==> config.mk <==
export PLATFORM = sky130hd
export DESIGN_NAME = ahb_master
export DESIGN_NICKNAME = d
export VERILOG_FILES = /design/src/rtl/ahb_pkg.sv /design/src/rtl/ahb_cmd_fifo.sv /design/src/rtl/ahb_master.sv
export SDC_FILE = /design/constraint.sdc
export NUM_CORES = 1
export LEC_CHECK = 0
export CORE_MARGIN = 1
export CORE_UTILIZATION = 30
export DETAILED_ROUTE_END_ITERATION = 10
export PLACE_DENSITY_LB_ADDON = 0.08
export REMOVE_ABC_BUFFERS = 1
export SLEW_MARGIN = 20
export SYNTH_ARGS = -nofsm -noshare
export SYNTH_HDL_FRONTEND = slang
export SYNTH_HIERARCHICAL = 1
export SYNTH_SLANG_ARGS = --single-unit
==> constraint.sdc <==
create_clock -name hclk -period 3 [get_ports hclk]
set_clock_uncertainty 0.15 [all_clocks]
set_input_delay 0.9 -clock hclk [delete_from_list [all_inputs] [get_ports hclk]]
set_output_delay 0.9 -clock hclk [all_outputs]
set_load 0.02 [all_outputs]
==> src/rtl/ahb_pkg.sv <==
// ahb_pkg: width-independent AHB-lite types shared by the ahb_master slice
// Contents:
//   htrans_t - transfer type; this initiator only issues IDLE and NONSEQ
package ahb_pkg;
    typedef enum logic [1:0] {
        IDLE   = 2'b00,
        NONSEQ = 2'b10
    } htrans_t;
endpackage

==> src/rtl/ahb_cmd_fifo.sv <==
// ahb_cmd_fifo: synchronous command FIFO in front of the AHB address phase
// Ports:
//   hclk, hresetn  - bus clock, asynchronous active-low reset
//   push, wdata    - write an entry (ignored when full unless popping)
//   pop, rdata     - rdata is the head entry; pop removes it (ignored when empty)
//   full, empty    - occupancy flags
//   count          - number of stored entries
module ahb_cmd_fifo
    import ahb_pkg::*;
#(
    parameter int width = 41,
    parameter int depth = 4
) (
    input  logic                     hclk,
    input  logic                     hresetn,
    input  logic                     push,
    input  logic [width-1:0]         wdata,
    input  logic                     pop,
    output logic [width-1:0]         rdata,
    output logic                     full,
    output logic                     empty,
    output logic [$clog2(depth):0]   count
);
    localparam int pw = $clog2(depth);
    localparam int cw = pw + 1;

    logic [width-1:0] mem [depth];
    logic [pw-1:0]    wr_ptr, rd_ptr;
    logic             do_push, do_pop;

    assign full    = count == cw'(depth);
    assign empty   = count == '0;
    assign do_pop  = pop && !empty;
    assign do_push = push && (!full || do_pop);
    assign rdata   = mem[rd_ptr];

    // Storage needs no reset; only the pointers define validity.
    always_ff @(posedge hclk)
        if (do_push) mem[wr_ptr] <= wdata;

    // Power-of-two depth lets the pointers wrap naturally.
    always_ff @(posedge hclk or negedge hresetn)
        if (!hresetn) begin
            wr_ptr <= '0;
            rd_ptr <= '0;
            count  <= '0;
        end else begin
            if (do_push) wr_ptr <= wr_ptr + 1'b1;
            if (do_pop) rd_ptr <= rd_ptr + 1'b1;
            count <= count + cw'(do_push) - cw'(do_pop);
        end
endmodule

==> src/rtl/ahb_master.sv <==
// ahb_master: AHB-lite single-master initiator issuing pipelined NONSEQ single transfers
// Ports:
//   hclk, hresetn                          - bus clock, asynchronous active-low reset
//   cmd_valid/ready, cmd_write/addr/wdata  - command stream into the FIFO
//   rsp_valid, rsp_write, rsp_rdata        - one response pulse per completed transfer
//   idle                                   - nothing queued or in flight
//   hselx, haddr, hwrite, htrans           - address phase outputs
//   hwdata                                 - data phase write data
//   hready, hrdata                         - slave handshake and read data
module ahb_master
    import ahb_pkg::*;
#(
    parameter int addrWidth = 8,
    parameter int dataWidth = 32,
    parameter int fifoDepth = 4
) (
    input  logic                 hclk,
    input  logic                 hresetn,
    input  logic                 cmd_valid,
    output logic                 cmd_ready,
    input  logic                 cmd_write,
    input  logic [addrWidth-1:0] cmd_addr,
    input  logic [dataWidth-1:0] cmd_wdata,
    output logic                 rsp_valid,
    output logic                 rsp_write,
    output logic [dataWidth-1:0] rsp_rdata,
    output logic                 idle,
    output logic                 hselx,
    output logic [addrWidth-1:0] haddr,
    output logic                 hwrite,
    output logic [1:0]           htrans,
    output logic [dataWidth-1:0] hwdata,
    input  logic                 hready,
    input  logic [dataWidth-1:0] hrdata
);
    typedef struct packed {
        logic                 write;
        logic [addrWidth-1:0] addr;
        logic [dataWidth-1:0] wdata;
    } ahb_cmd_t;

    ahb_cmd_t                    cmd_in, head, ap, ap_nxt;
    logic                        ap_valid, dp_valid, dp_write;
    logic [dataWidth-1:0]        dp_wdata;
    logic                        full, empty, pop;
    logic [$clog2(fifoDepth):0]  count;

    assign cmd_in    = {cmd_write, cmd_addr, cmd_wdata};
    assign cmd_ready = !full;
    // The address phase only advances on hready, so the FIFO pops in lockstep.
    assign pop       = hready && !empty;
    assign idle      = count == '0 && !ap_valid && !dp_valid;
    assign htrans    = ap_valid ? NONSEQ : IDLE;
    assign hselx     = ap_valid;
    assign haddr     = ap.addr;
    assign hwrite    = ap.write;
    assign hwdata    = dp_wdata;

    ahb_cmd_fifo #(.width($bits(ahb_cmd_t)), .depth(fifoDepth)) u_fifo (
        .hclk   (hclk),
        .hresetn(hresetn),
        .push   (cmd_valid && cmd_ready),
        .wdata  (cmd_in),
        .pop    (pop),
        .rdata  (head),
        .full   (full),
        .empty  (empty),
        .count  (count)
    );

    // An empty AP is all-zero so haddr/hwrite fall back to 0 and read
    // transfers never put stale data on hwdata.
    always_comb begin
        ap_nxt = empty ? '0 : head;
        if (!head.write) ap_nxt.wdata = '0;
    end

    always_ff @(posedge hclk or negedge hresetn)
        if (!hresetn) begin
            ap        <= '0;
            ap_valid  <= 1'b0;
            dp_valid  <= 1'b0;
            dp_write  <= 1'b0;
            dp_wdata  <= '0;
            rsp_valid <= 1'b0;
            rsp_write <= 1'b0;
            rsp_rdata <= '0;
        end else begin
            rsp_valid <= hready && dp_valid;
            if (hready) begin
                if (dp_valid) begin
                    rsp_write <= dp_write;
                    rsp_rdata <= dp_write ? '0 : hrdata;
                end
                dp_valid <= ap_valid;
                dp_write <= ap.write;
                dp_wdata <= ap.wdata;
                ap_valid <= !empty;
                ap       <= ap_nxt;
            end
        end
endmodule

==> impl_metrics.ini, run 1 <==
; flow metrics
[outcome]
outcome = complete, no violations

[timing]
max_freq_mhz = 357
hold_viol = 0
worst_pin_slew_ps = 691
fin_crit_sh_pct = 93.3
finalSetupTns_ps = 0
slew_viol_final = 0
rsz0062_at_grt = no

[grt]
grt_first_pass_wirelength_um = 39200
grt_pass1_vias = 6315
track_usage_pct = 13.5
antenna_found_initial = 2
grt_max_degree = 86
grt_overflow = 0

[clock_network]
cts_made_buffers = 34
clk_latency_ps = 500
cts_hold_buf = 0
clock_tree.buffer_depth = 3
cts_max_level = 2
cts_tree = done
cts_setup_buffers = 0
clockRootBuffer = clkbuf_16

[power_and_ir_drop]
peakVddDrop_mv = 0.417
p_per_area_mw_per_mm2 = 1040
switching_share_pct = 30.0
pwr-share-comb_pct = 32.1
clock_power_mw = 4.15
clock_power_share_pct = 27.8
p_int_mw = 10.4
p_seq_share_pct = 40.1
combinationalPower_mw = 4.78
p_leak_nw = 5.44
power_leader = registers

[worst_setup_path]
worstPathRequired_ps = 1950
r2r_end = u_fifo/count[2]
crit_type = reg -> out
cpPeakStageDelay_ps = 500
worstSetupStartpoint = u_fifo/count[2]
rrSetupSlack_ps = 440
cp_cell_sequence = or4_1, nor2_1, clkbuf_2
r2r_cells = 10
critPathMaxFanout = 5
crit_slowest_cell = or4_1
crit_end = idle
worstPathArrival_ps = 1750
startpoint_type = flip-flop
crit_path_end_kind = output port
r2r_start = u_fifo/count[1]

[synth]
synth_cells = 593
yosys-stat-area_mm2 = 0.0110
netlist.area_leader.share_pct = 44.7
yosys-top-cells-count = edfxtp_1, dfrtp_1, mux4_2
synth_flops = 281
top_area_cell = edfxtp_1
syn_area_mm2 = 0.0110
yosys.stat.seqShare_pct = 71.3
edf_count = 164
ff_type = edfxtp_1
avgSynthCellArea_um2 = 18.6
topCellsByArea = edfxtp_1, dfrtp_1, mux4_2
async_flop_share_pct = 41.6
ys_warn_count = 6

[cells_and_area]
nFillCells = 3207
fin_area_mm2 = 0.0143
finish.utilization_pct = 39.9
seq_area_mm2 = 0.00786
fin_cells = 1251
nets = 847
area.growth.synth_to_final_pct = 29.9
mi_logic_area_mm2 = 0.00280
drive_above_1_share_pct = 25.2

[placed_design]
placed_cells = 1189
io_buffers = 155

[floorplanning]
ios = 157
die-height_um = 194
dieArea_mm2 = 0.0375
chipWidth_um = 194
coreArea_mm2 = 0.0358
floorplan.core_util_pct = 30.7
rows = 69

[min_path]
hp-class = in -> async

[route]
num_vias = 5618
drtIter0Drc = 187
routed_via_density = 4.49
post_drt_wl_per_cell_um = 19.7
routed_wl_um = 24700
drtAntennaViolNets = 0
dr.pass1.iters = 4
drc = 0

[run]
maxCapViolCount = 0
openroad.warnings = 28
## run 1: registers in the layout (all words and copies together) (netlist names), 2 cells and up
signal         cells
u_fifo/mem       164
hwdata            32
haddr              8
u_fifo/count       3
u_fifo/wr_ptr      2
rsp_rdata         32
ap                32
u_fifo/rd_ptr      2
## run 1: layout make-up
class | count | area share (%)
Timing Repair Buffer | 178 | 13.0
Clock inverter | 11 | 0.726
Clock buffer | 51 | 7.34
Multi-Input combinational cell | 253 | 19.6
Tap cell | 461 | 4.03
Inverter | 16 | 0.420
Sequential cell | 281 | 54.9
## run 1: cell usage in the layout, fill, tap and decap left out, drive strengths merged, types with 4 or more instances in the layout
master,count
nand3b,8
clkdlybuf4s50,151
and2,4
o21ai,9
nor2b,34
nand2,33
clkbuf,52
xnor2,4
dfrtp,117
clkinv,8
mux2,68
o2bb2ai,32
ha,5
buf,25
edfxtp,164
inv,16
mux4,41
## run 1: per-layer routing
layer	part of all wire [%]	track usage [%]	wire length [um]	vias up
met3	4.7	3.03	1150	38
li1	-	-	-	2558
met2	48	22.7	11900	133
met4	2.1	3.85	507	2
met1	45	17.4	11100	2887
met5	0.069	0	17	-
## run 1: stage by stage
step	hold WS [ps]	power, mW	setup slack [ps]
global placement	315	10.9	-24.1
CTS	156	15.2	14.4
floorplan	299	8.68	-443
global route	165	15.7	124
detailed placement	318	11.0	-22.0
finish	156	14.9	200
## run 1: kinds of logic after synthesis
kind of cell	synth area share (%)
multiplexers	16.4
flip-flops	71.3
buffers and inverters	3.29
XOR/XNOR	0.398
adder cells (fa/ha/maj)	0.750
other	0.0341
AND/OR/NAND/NOR	4.42
AND-OR/OR-AND	3.33
## run 1: worst max-delay path: cells and delay by family, from the launching register on
family / cells / cell delay [ps]
flops: 1 / 450
simple gates: 2 / 610
buf+inv: 1 / 190
Figure 1. Power grid (run 1).
Bar = 50 um. Pins as bars on the die edge. Tap cells in gray.
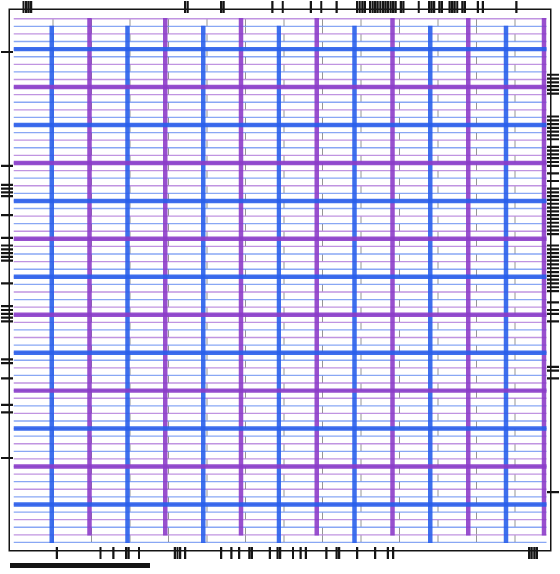
[VDD] purple
[VSS] blue
met1 rails: 70
rows: 69

Figure 2. Placement by cell class (run 1).
Bar = 50 um.
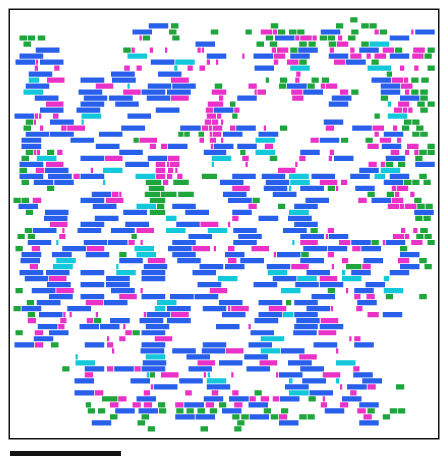
[remaining buffers and delay cells] green | cells: 178 | share of their area: 14%
[sequential cells] blue | cells: 281 | share of their area: 57%
[clock drivers and dummy loads] cyan | cells: 62 | share of their area: 8.4%
[remaining logic cells] magenta | cells: 269 | share of their area: 21%

Figure 3. Clock wires, drivers and flops (run 1).
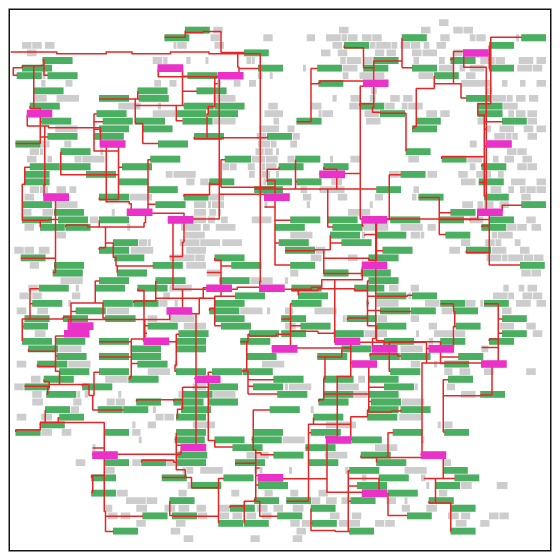
[clock-net drivers] magenta | count: 34
[clock wires] red | length: 3910 um
[flip-flops] green | count: 281
flops lie: spread over the die
routed clock nets: 35

Figure 4. Metal layers overlaid (run 1).
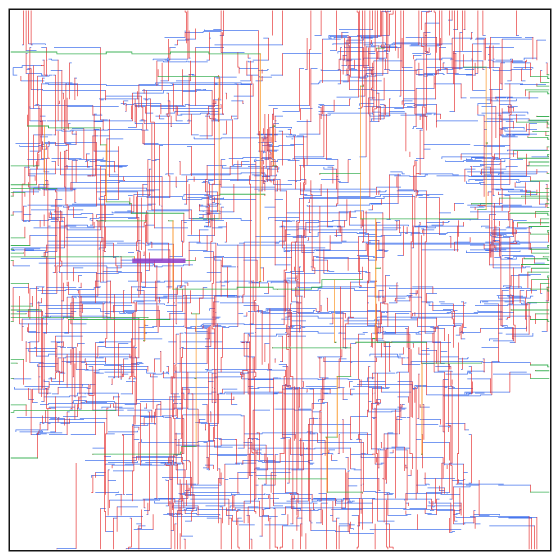
[M4] orange | wire length: 507 um
[M5] purple | wire length: 17.5 um
[M1] blue | wire length: 11100 um
[M3] green | wire length: 1150 um
[M2] red | wire length: 11900 um

==> run 2, diff against run 1 <==
Settings changed: CORE_ASPECT_RATIO from default to 0.6.
Figure 5. Power grid (run 2).
Bar = 50 um. Pins as bars on the die edge. Tap cells in gray.
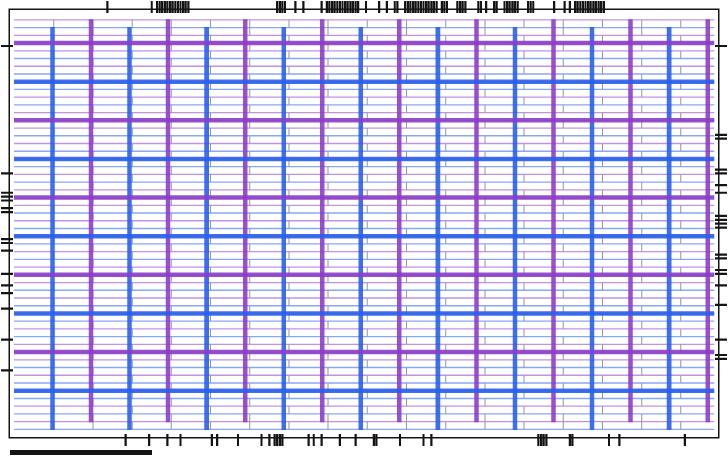
[VSS] blue
[VDD] purple
met5 straps: 10
rows: 53
met4 straps: 18

==> run 2 against run 1 <==
Combinational power grew 1%. Non-clock buffer count decreased by 2. Fmax down 2.2%. Count of clock-buffer cells in the layout shrank 12. Synthesized cell count unchanged. Clock power decreased by 17%. Critical path type unchanged. Via count grew 0.30%. Sequential share of layout area up 0.85 points.
==> impl_metrics.ini, run 2 <==
; flow metrics
[power_and_ir_drop]
pwr-share-comb_pct = 34.1
power.total_mw = 14.2
p_int_mw = 9.84

[synth]
yosys-top-cells-count = edfxtp_1, dfrtp_1, mux4_2
mux_area_share_pct = 16.4
top_area_cell = edfxtp_1
edf_count = 164
async_flop_share_pct = 41.6
ff_type = edfxtp_1
netlist.area_leader.share_pct = 44.7
ys_top_logic_family = multiplexers
ys_sh_adder_pct = 0.750
yosys-stat-area_mm2 = 0.0110
synth_flops = 281
yosys.stat.seqShare_pct = 71.3
yosys.area_share.aoi_pct = 3.33
syn_area_mm2 = 0.0110

[route]
drtAntennaViolNets = 0
post_drt_wl_per_cell_um = 19.5
num_vias = 5635
dr.pass1.iters = 4
routed_via_density = 4.53
drc = 0
drtIter0Drc = 323
routed_wl_um = 24300

[worst_setup_path]
worstPathRequired_ps = 1950
cpPeakStageDelay_ps = 520
cp_num_buf_inv = 1
crit_path_end_kind = output port
cp_cell_sequence = or4_1, nor2_1, buf_2
critPathMaxFanout = 5
startpoint_type = flip-flop
critPathTopFamily = simple AND/OR/NAND/NOR gates
crit_type = reg -> out
crit_slowest_cell = or4_1
worstPathArrival_ps = 1810

[timing]
hold_viol = 0
worst_pin_slew_ps = 835
finalSetupTns_ps = 0
fin_crit_sh_pct = 95.5
setup_ws_ps = 136
rsz0062_at_grt = no

[floorplanning]
rows = 53
die-height_um = 150
dieArea_mm2 = 0.0375
coreArea_mm2 = 0.0355

[clock_network]
clk_latency_ps = 550
cts_made_buffers = 28
cts_setup_buffers = 0
clock_tree.buffer_depth = 3

[run]
openroad.warnings = 28
maxCapViolCount = 0

[placed_design]
place_ws_ps = -14.0
placed_cells = 1193

[cells_and_area]
area.growth.synth_to_final_pct = 28.0
lay_top_cells = edfxtp_1, clkdlybuf4s50_1, dfrtp_1, mux4_2, mux2_2
fin_area_mm2 = 0.0141
regMostFlops = u_fifo/mem
nets = 839
layout_top_cell = edfxtp_1
drive_above_1_share_pct = 24.7

[grt]
top_usage_layer = met2
antenna_found_initial = 0
grt_overflow = 0
grt_first_pass_wirelength_um = 37200
grt_max_degree = 86
track_usage_pct = 13.1
met2_usage_pct = 21.5

[min_path]
hp-class = in -> async

[outcome]
outcome = complete, no violations
## run 2: cell counts after synthesis
Identical to the previous run, type by type.
## run 2: power groups by stage
stage	sequential, mW	combinational (mW)	clock, mW
2_1_floorplan	6.66	2.03	0
3_3_place_gp	5.97	4.92	0
3_5_place_dp	6.02	4.96	0
4_1_cts	5.97	4.98	3.57
5_1_grt	6.10	5.21	3.70
6_report	5.94	4.85	3.43
## run 2: layer usage
metal,up-vias,routed length (um)
met5,-,0
met4,0,468
met3,32,748
met2,75,11900
met1,2987,11100
li1,2541,-
## run 2: logic make-up (layout without fill, tap and decap cells)
family                     Yosys count  count (layout)
DFF                                281             281
muxes                              109             109
and+or+nand+nor                     87              87
buffers and inverters               59             244
AOI/OAI and AO/OA                   45              45
adders and majority gates            6               6
xor gates and xnor gates             5               5
other                                1               1
## run 2: final timing paths
path | endpoint | from | cells after the start | slack, ps
worst max-delay path | idle | u_fifo/count[2] | 3 | 140
worst min-delay path | ap[8] | hresetn | 1 | 150
worst max register to register | u_fifo/count[2] | u_fifo/count[1] | 10 | 480
worst min register to register | ap[1] | ap[1] | 1 | 330
max in group asynchronous | u_fifo/rd_ptr[0] | hresetn | 2 | 1940
min in group hclk | ap[1] | ap[1] | 1 | 330
## run 2: what timing repair did
| item | in CTS | in global routing |
|---|---|---|
| pin swaps | 0 | 0 |
| resized | 5 | 1 |
| endpoints found under the setup margin | 2 | 1 |
| hold buffers | 0 | 0 |
## run 2: cell type report
class	instances	area, um2	share of cell area [%]
sequential	281	7860	55.8
multi-input combinational	253	2810	19.9
timing repair buffer	176	1860	13.2
clock buffer	39	823	5.84
tap	467	584	4.15
clock inverter	13	92.6	0.657
inverter	16	60.1	0.426
==> run 3, diff against run 2 <==
Clock period 3 ns to 2.6 ns, I/O delays scaled along.
Figure 6. Placement by cell class (run 3).
Bar = 50 um.
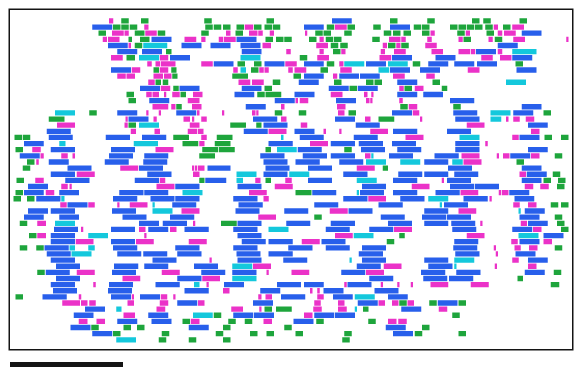
[clock drivers and dummy loads] cyan | cells: 53 | share of their area: 7.2%
[sequential cells] blue | cells: 281 | share of their area: 57%
[remaining buffers and delay cells] green | cells: 187 | share of their area: 14%
[remaining logic cells] magenta | cells: 269 | share of their area: 21%

==> run 3 against run 2 <==
The run now ends with setup timing left. Die size stayed put. Sequential power is 15% higher. Critical path depth stayed put. Non-clock buffer count is 11 higher. Wire length is 0.82% higher. Flip-flop count stayed put. Register-to-register slack worse by 310 ps. Synthesized cell count stayed put. Combinational power is 18% higher. Hold slack worse by 110 ps. Power is 18% higher. Critical endpoint unchanged. Highest routed layer unchanged.
==> impl_metrics.ini, run 3 <==
; flow metrics
[timing]
slew_headroom_pct = 49.0
fin_crit_sh_pct = 102
worst_pin_slew_ps = 765
setup_viol = 1
max_freq_mhz = 379
slew_viol_final = 0
rsz0062_at_grt = yes
timing.hold.ws_ps = 37.1
setup_ws_ps = -40.5
finalSetupTns_ps = -40.5
hold_viol = 0
period_minus_slack_ps = 2640

[worst_setup_path]
critPathMaxFanout = 2
startpoint_type = flip-flop
crit_type = reg -> out
critPathTopFamily = simple AND/OR/NAND/NOR gates
cp_cell_sequence = or4_4, nor2_4, buf_6
crit_slowest_cell = or4_4
cpPeakStageDelay_ps = 550
crit_path_end_kind = output port
rrSetupSlack_ps = 170
worstPathArrival_ps = 1710
cp_num_buf_inv = 1
worstPathRequired_ps = 1670

[cells_and_area]
lay_top_cells = edfxtp_1, clkdlybuf4s50_1, dfrtp_1, mux4_2, mux2_2
regMostFlops = u_fifo/mem
area.growth.synth_to_final_pct = 29.8
nets = 851
largest_reg_flops = 164
layout_top_cell = edfxtp_1
drive_above_1_share_pct = 25.9
seq_area_mm2 = 0.00786
fin_area_mm2 = 0.0143
nFillCells = 3216
fin_cells = 1258
mi_logic_area_mm2 = 0.00282

[outcome]
outcome = complete, but fails checks
violations = setup timing

[clock_network]
path_clk_slew_ps = 70
cts_setup_buffers = 1
cts_tree = done
cts.repair.resized = 8
clk_latency_ps = 550
cts_made_buffers = 29
cts_max_level = 1
clockRootBuffer = clkbuf_16
cts_hold_buf = 0
clock_tree.buffer_depth = 3
cts.sinks = 281

[synth]
yosys.stat.seqShare_pct = 71.3
avgSynthCellArea_um2 = 18.6
ff_type = edfxtp_1
netlist.area_leader.share_pct = 44.7
ys_warn_count = 6
yosys-top-cells-count = edfxtp_1, dfrtp_1, mux4_2
async_flop_share_pct = 41.6
ys_types = 34
edf_count = 164
synth.most_common_cell = edfxtp_1
topCellsByArea = edfxtp_1, dfrtp_1, mux4_2
yosys-stat-area_mm2 = 0.0110
yosys_cells = 593
synth_cells = 593
synth_flops = 281
syn_area_mm2 = 0.0110
top_area_cell = edfxtp_1

[route]
drtAntennaViolNets = 0
post_drt_wl_per_cell_um = 19.4
drc = 0
dr.pass1.iters = 4
routed_wl_um = 24500
drtIter0Drc = 256
num_vias = 5669
routed_via_density = 4.51

[power_and_ir_drop]
peakVddDrop_mv = 0.495
p_per_area_mw_per_mm2 = 1180
p_leak_nw = 5.41

[floorplanning]
rows = 53
dieArea_mm2 = 0.0375
coreArea_mm2 = 0.0355
floorplan.core_util_pct = 31.0
chipWidth_um = 249
die-height_um = 150
ios = 157

[placed_design]
io_buffers = 155
dpl_cell_area_mm2 = 0.0133
dp_hpwl_um = 15700
placed_cells = 1203
place_congestion = 0.690

[grt]
grt_first_pass_wirelength_um = 37600
grt_max_degree = 57
grt_pass1_vias = 6196
grt_overflow = 0
antenna_found_initial = 0
track_usage_pct = 13.3

[run]
maxCapViolCount = 0
openroad.warnings = 30

[min_path]
hp-class = in -> async
==> run 3: cell families after synthesis <==
logic type | count (synthesis) | synth area share (%)
buffers and inverters | 59 | 3.29
xor gates and xnor gates | 5 | 0.398
muxes | 109 | 16.4
adders and majority gates | 6 | 0.750
DFF | 281 | 71.3
other | 1 | 0.0341
AOI/OAI and AO/OA | 45 | 3.33
and+or+nand+nor | 87 | 4.42
==> run 3: layout make-up <==
type	count	area share, %
repair buffers	187	13.9
inverters	16	0.421
diodes	1	0.0175
flip-flops and latches	281	55.0
multi-input cells	253	19.7
clock inverters	12	1.27
well taps	467	4.09
clock buffers	41	5.61
==> run 3: power by group <==
part / internal, mW / total [mW] / switching (mW)
Clock: 2.55 / 4.25 / 1.70
Sequential: 6.17 / 6.81 / 0.641
Combinational: 2.96 / 5.73 / 2.76
Total: 11.7 / 16.8 / 5.10
==> run 3: through the flow <==
step / power [mW] / util [%] / setup WS, ps
after detailed placement: 12.8 / 37.4 / -242
after global routing: 17.7 / 40.2 / -112
final: 16.8 / 40.2 / -40.5
after global placement: 12.7 / 37.4 / -288
after CTS: 17.1 / 40.1 / -108
after floorplan: 10.0 / - / -843
==> run 3: final timing paths <==
check	start	to	cells past startpoint
max	u_fifo/count[1]	idle	3
min	hresetn	ap[20]	1
max reg2reg	u_fifo/count[1]	u_fifo/count[2]	10
min reg2reg	ap[22]	ap[22]	1
max in group asynchronous	hresetn	u_fifo/rd_ptr[0]	2
min in group hclk	ap[22]	ap[22]	1
==> run 3: routing by layer <==
metal | track usage, % | part of all wire [%] | vias to the layer above
li1 | - | - | 2566
met1 | 18.4 | 47 | 2994
met2 | 21.5 | 48 | 76
met3 | 2.80 | 3.3 | 33
met4 | 2.87 | 1.7 | 0
met5 | 0 | 0 | -
Power figures rest on the tool's default switching activity, not on a simulated workload.
